==> run_1/wires.png <==
Scale bar: 50 um.
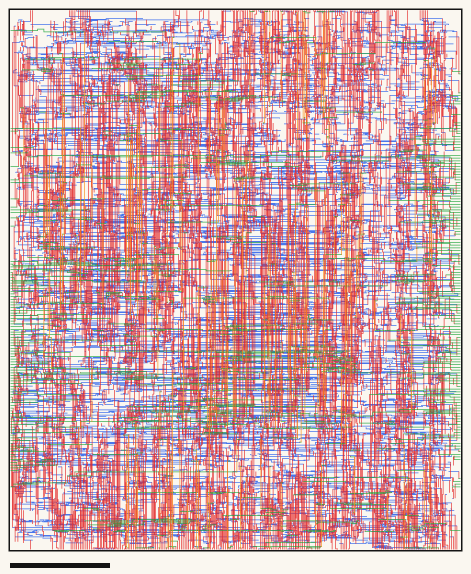
==> run_1/cell_density.png <==
23 x 27 tiles, from dark blue (low) to red (high), 0 to 100% covered.
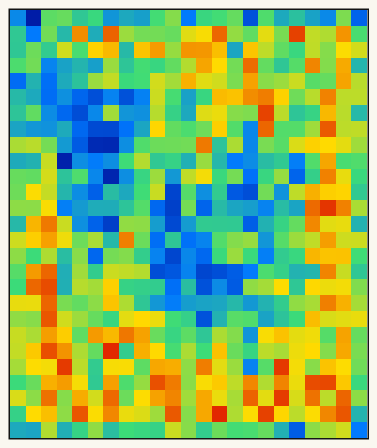
==> run_1/clk_routes.png <==
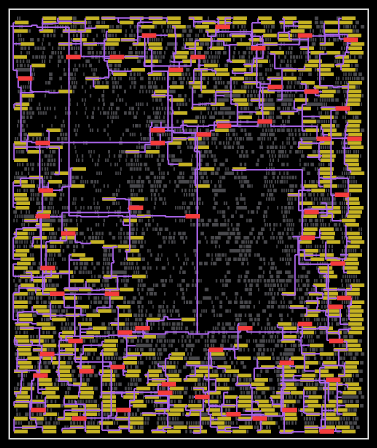
==> config.mk <==
export PLATFORM = sky130hd
export DESIGN_NAME = sha256_padder
export DESIGN_NICKNAME = d
export VERILOG_FILES = /design/src/rtl/sha256_padder.sv
export SDC_FILE = /design/constraint.sdc
export NUM_CORES = 1
export LEC_CHECK = 0
export ABC_AREA = 1
export CELL_PAD_IN_SITES_DETAIL_PLACEMENT = 0
export CELL_PAD_IN_SITES_GLOBAL_PLACEMENT = 1
export CORE_ASPECT_RATIO = 1.2
export CORE_MARGIN = 1.5
export CORE_UTILIZATION = 47
export DETAILED_ROUTE_END_ITERATION = 6
export DONT_BUFFER_PORTS = 1
export MAX_ROUTING_LAYER = met4
export PLACE_DENSITY = 0.78
export SLEW_MARGIN = 20
export SYNTH_ARGS = -nofsm -noshare
export SYNTH_HDL_FRONTEND = slang
export SYNTH_SLANG_ARGS = --single-unit
==> constraint.sdc <==
create_clock -name clk -period 2.55 [get_ports clk]
set_input_delay 0.51 -clock clk [delete_from_list [all_inputs] [get_ports clk]]
set_output_delay 0.51 -clock clk [all_outputs]
set_load 0.1 [all_outputs]
==> flow_summary_export.csv, run 1 <==
group,metric,value,unit
clocking,cts-resized-gates,3,
grt,first_pass_grt_wire_length,175000,um
routing,highest_layer,"met4",
power_and_ir_drop,pwr_density_cell,911,nW/um2
grt,groute.layer.met2.usage,64.2,%
cells_and_area,lay_top_cells,"1298 x nand2_1, 582 x dfrtp_1, 538 x buf_4, 332 x o21ai_0, 289 x nor2_1",
worst_setup_path,number_of_cells_on_the_worst_reg_to_reg_path,12,
worst_setup_path,worst-r2r-setup-slack,0.02,ns
grt,busiest_layer,"met2",
clocking,cts_max_level,2,
status,result_of_the_run,"finished with violations",
sta,clock_skew,0.0418,ns
logic_synthesis,synth.cellmix.simpleShare,29.7,%
routing,met2_wirelength,57000,um
sta,slew_headroom,23.5,%
grt,vias_in_the_first_global_route,27800,
sta,report.final.slew_viol_count,0,
routing,wl_met3,9170,um
grt,grt_antenna_before_repair,1,
cells_and_area,layout.clock.cell_area_share,6.31,%
clocking,cts-root-buf,"clkbuf_16",
sta,fin_worst_hold_slack,-0.427,ns
flow_run,max_cap_viol_count,0,
cells_and_area,multi_input_gates,2619,
status,violations,"negative hold slack",
cells_and_area,fin_cells,4904,
grt,largest_net_degree_at_the_start_of_global_routing,587,
worst_setup_path,timing.setup.critical_path_class,"flop to flop",
cells_and_area,layout.sequential_cells,586,
worst_setup_path,cp_max_fo,10,
sta,timing.final.ws_setup,0.0242,ns
die,die-width,226,um
sta,hold_viol,585,
logic_synthesis,netlist_logic_family_top,"simple AND/OR/NAND/NOR gates",
routing,first_pass_iters,6,
cells_and_area,finalNetCount,4083,
logic_synthesis,fa_ha_area_share,0.313,%
die,die-area,61100,um2
power_and_ir_drop,totalPowerFinal,32.2,mW
cells_and_area,stdcell_area,35300,um2
cells_and_area,layout.area.top_class,"flip-flops and latches",
clocking,numCtsBuffers,58,
cells_and_area,nonClockBufferCount,556,
logic_synthesis,post_synthesis_cell_type_with_the_largest_combined_area,"dfrtp_1",
placed_design,io_buffers,0,
About wires.png:
Key: green = metal 3 [wire length 9170 um]; orange = metal 4 [wire length 7200 um]; red = metal 2 [wire length 57.0 mm]; blue = metal 1 [wire length 44.2 mm]
global-route total usage across every layer: 39.3%
overall via count from detail_route: 27800
DR WL/cell: 24.0 um
aggregate routed wire length: 118000 um

About cell_density.png:
The fullest tile reaches 96%. The mean over all tiles is 56%. 20% of the tiles are over 75% full.
core footprint: 58600 um2
floorplan core density: 47.8%
core utilization of the finished layout: 60.2%

About clk_routes.png:
Key: yellow = flip-flops [count 586]; purple = clock wires [length 7040 um]; red = clock drivers [count 58]
There are 59 routed clock nets.
Clk pwr share: 30.5%
clock-net power: 9.82 mW

run 1: critical path, cell delays in order (launching register included):
cell and delay, ns:
dfrtp_2 0.44, buf_4 0.15, nand2_1 0.12, nor2_4 0.05
nand2_1 0.09, nand2_4 0.13, nor2_1 0.20, buf_4 0.17
nand3_1 0.13, buf_4 0.20, nor3b_1 0.44, o21ai_0 0.19
o21ai_1 0.16
run 1: cell families after synthesis:
family / Yosys count
AND/OR/NAND/NOR: 1993
flip-flops: 586
AND-OR/OR-AND: 592
multiplexers: 1
buffers and inverters: 352
XOR/XNOR: 26
adder cells (fa/ha/maj): 7
run 1: where the power goes:
group	leakage [nW]	internal, mW	total, mW	switching, mW
clock network	1.09	5.96	9.82	3.86
registers	8.13	9.84	11.9	2.06
logic	8.17	2.64	10.4	7.79
total	17.4	18.4	32.2	13.7
==> run_1/logic_types.png <==
Scale bar: 50 um.
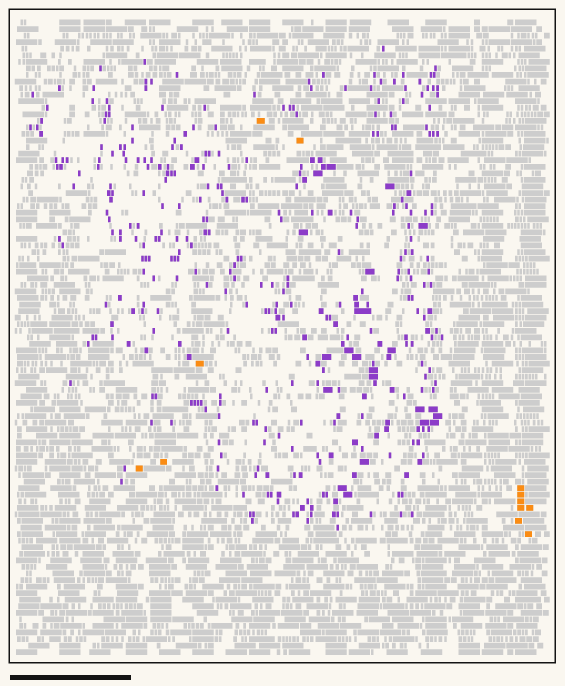

## Run 2: what changed since run 1
--- a/config.mk
+++ b/config.mk
@@ -6,11 +6,13 @@
 export NUM_CORES = 1
 export LEC_CHECK = 0
 export ABC_AREA = 1
+export CAP_MARGIN = 30
 export CELL_PAD_IN_SITES_DETAIL_PLACEMENT = 0
 export CELL_PAD_IN_SITES_GLOBAL_PLACEMENT = 1
 export CORE_ASPECT_RATIO = 1.2
 export CORE_MARGIN = 1.5
 export CORE_UTILIZATION = 47
+export CTS_CLUSTER_DIAMETER = 40
 export DETAILED_ROUTE_END_ITERATION = 6
 export DONT_BUFFER_PORTS = 1
 export MAX_ROUTING_LAYER = met4
==> run_2/logic_types.png <==
Scale bar: 50 um.
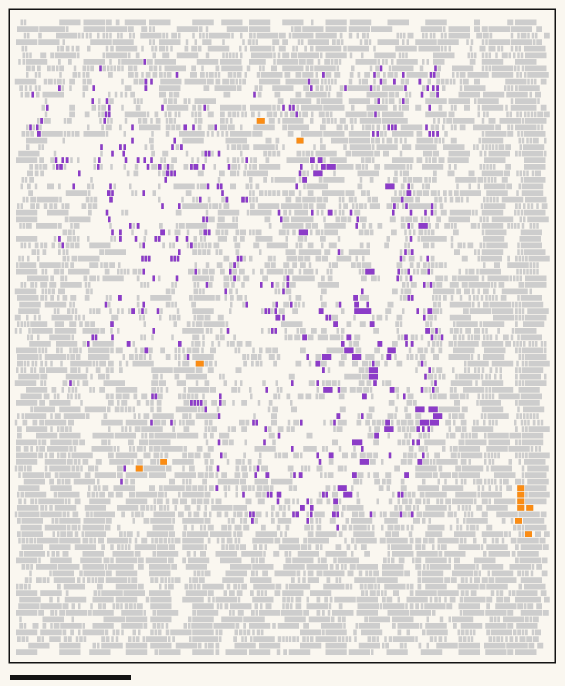
Key: purple = NOR gates [cells 370]; orange = AND-OR and OR-AND gates [cells 12]
most used logic cell in the final layout: nand2_1
Layout Cells excl Fill: 4939
Comb area share: 33.8%

==> run 2 against run 1 <==
The flow still finishes with violations (negative hold slack); routed wire length grew 0.45%; core utilization increased by 0.99 points; fmax rose by 1.4%; die size unchanged; final cell count rose by 0.71%; first-iteration DRC count grew 7.3%; setup slack better by 0.035 ns; register-to-register slack improved by 0.04 ns; total power increased by 5.5%; combinational power about the same; non-clock buffer count is the same; clock power rose by about 20%; largest power group unchanged.
==> flow_summary_export.csv, run 2 <==
group,metric,value,unit
worst_setup_path,slowest_stage_delay_on_critical_path,0.45,ns
grt,vias_in_the_first_global_route,28000,
sta,timing.final.ws_setup,0.0594,ns
worst_setup_path,number_of_cells_on_the_worst_reg_to_reg_path,10,
die,floorplan.initialDensity,47.8,%
placed_design,dp.cells,4791,
worst_setup_path,cp_num_cells,10,
routing,highest_layer,"met4",
grt,grt_util_met3,8.24,%
power_and_ir_drop,totalPowerFinal,33.9,mW
worst_setup_path,timing.setup.critical_path_class,"flop to flop",
routing,routed-via-count,28100,
clocking,cts-root-buf,"clkbuf_16",
routing,viasPerCell,5.69,
status,violations,"negative hold slack",
grt,groute.layer.met2.usage,64.2,%
routing,routed_wire_length_per_instance,23.9,um
sta,report.final.slew_viol_count,0,
clocking,cts_max_level,3,
power_and_ir_drop,pwr_density_cell,946,nW/um2
sta,slew_headroom,16.1,%
logic_synthesis,top_cell,"nand2_1",
logic_synthesis,ys_dominant_reg_cell,"dfrtp_1",
hold_path,min-delay-path-class,"input port to async pin",
die,die-area,61100,um2
status,result_of_the_run,"finished with violations",
routing,wl_met3,9610,um
clocking,cts-resized-gates,6,
worst_setup_path,cp_max_fo,8,
logic_synthesis,synth-async-reset-ratio,100,%
worst_setup_path,setup_crit_start_kind,"flop",
sta,hold_viol,585,
sta,clock_skew,0.0236,ns
power_and_ir_drop,ir_worst_vdd,891,uV
cells_and_area,finalNetCount,4102,
grt,busiest_layer,"met2",
grt,grt_antenna_before_repair,1,
clocking,clockBufferDepth,3,
placed_design,io_buffers,0,
clocking,cts_tree,"yes",
worst_setup_path,critical-path-top-delay-family,"simple AND/OR/NAND/NOR gates",
die,die-width,226,um
grt,largest_net_degree_at_the_start_of_global_routing,587,
logic_synthesis,top_cell_area_share,52.3,%
grt,groute.usage.overall,39.8,%
cells_and_area,stdcell_area,35900,um2
worst_setup_path,timing.critical_path.slowest_stage_cell,"dfrtp_2",
clocking,numCtsBuffers,77,
sta,fin_worst_hold_slack,-0.430,ns
logic_synthesis,synth.ff_latch_count,586,
routing,routed_wl,118000,um
die,core_footprint,58600,um2
worst_setup_path,worst-path-buf-inv,2,
worst_setup_path,cp.required,3.06,ns
worst_setup_path,critical_path.most_common_cell,"nand2_1",
cells_and_area,lay_top_cells,"1296 x nand2_1, 581 x dfrtp_1, 537 x buf_4, 332 x o21ai_0, 288 x nor2_1",
routing,met2_wirelength,56700,um
clocking,worst_skew_pair.late_latency,0.65,ns
logic_synthesis,post_synthesis_cell_type_with_the_largest_combined_area,"dfrtp_1",
routing,first_pass_iters,5,
worst_setup_path,worst-r2r-setup-slack,0.06,ns
==> run_2/cell_density.png <==
23 x 27 tiles, from dark blue (low) to red (high), 0 to 100% covered.
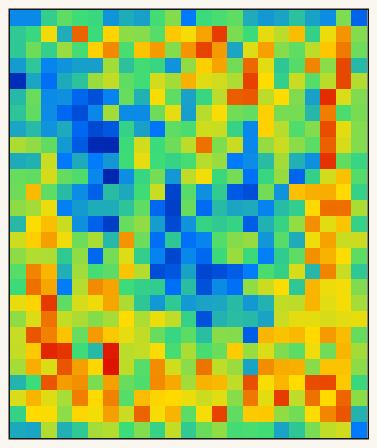
The fullest tile reaches 98%. The mean over all tiles is 57%. 22% of the tiles are over 75% full.
core utilization of the finished layout: 61.2%

## run 2: report_power, final
group	internal, mW	switching [mW]
clock	6.91	4.66
combinational	2.65	7.81
sequential	9.85	2.06
## run 2: logic make-up after synthesis
group | count (synthesis) | synth area share (%)
muxes | 1 | 0.0357
DFF | 586 | 52.4
AOI/OAI and AO/OA | 592 | 11.8
xor gates and xnor gates | 26 | 0.813
adders and majority gates | 7 | 0.313
buffers and inverters | 352 | 4.99
and+or+nand+nor | 1993 | 29.7
## run 2: layout make-up
type | instances | share of cell area, %
sequential | 586 | 40.9
inverter | 242 | 2.55
tap | 792 | 2.76
clock inverter | 51 | 2.06
timing repair buffer | 556 | 12.2
antenna | 1 | 0.00697
clock buffer | 92 | 5.72
multi-input combinational | 2619 | 33.8
No activity file was given, so power comes from the tool's default toggle rates.
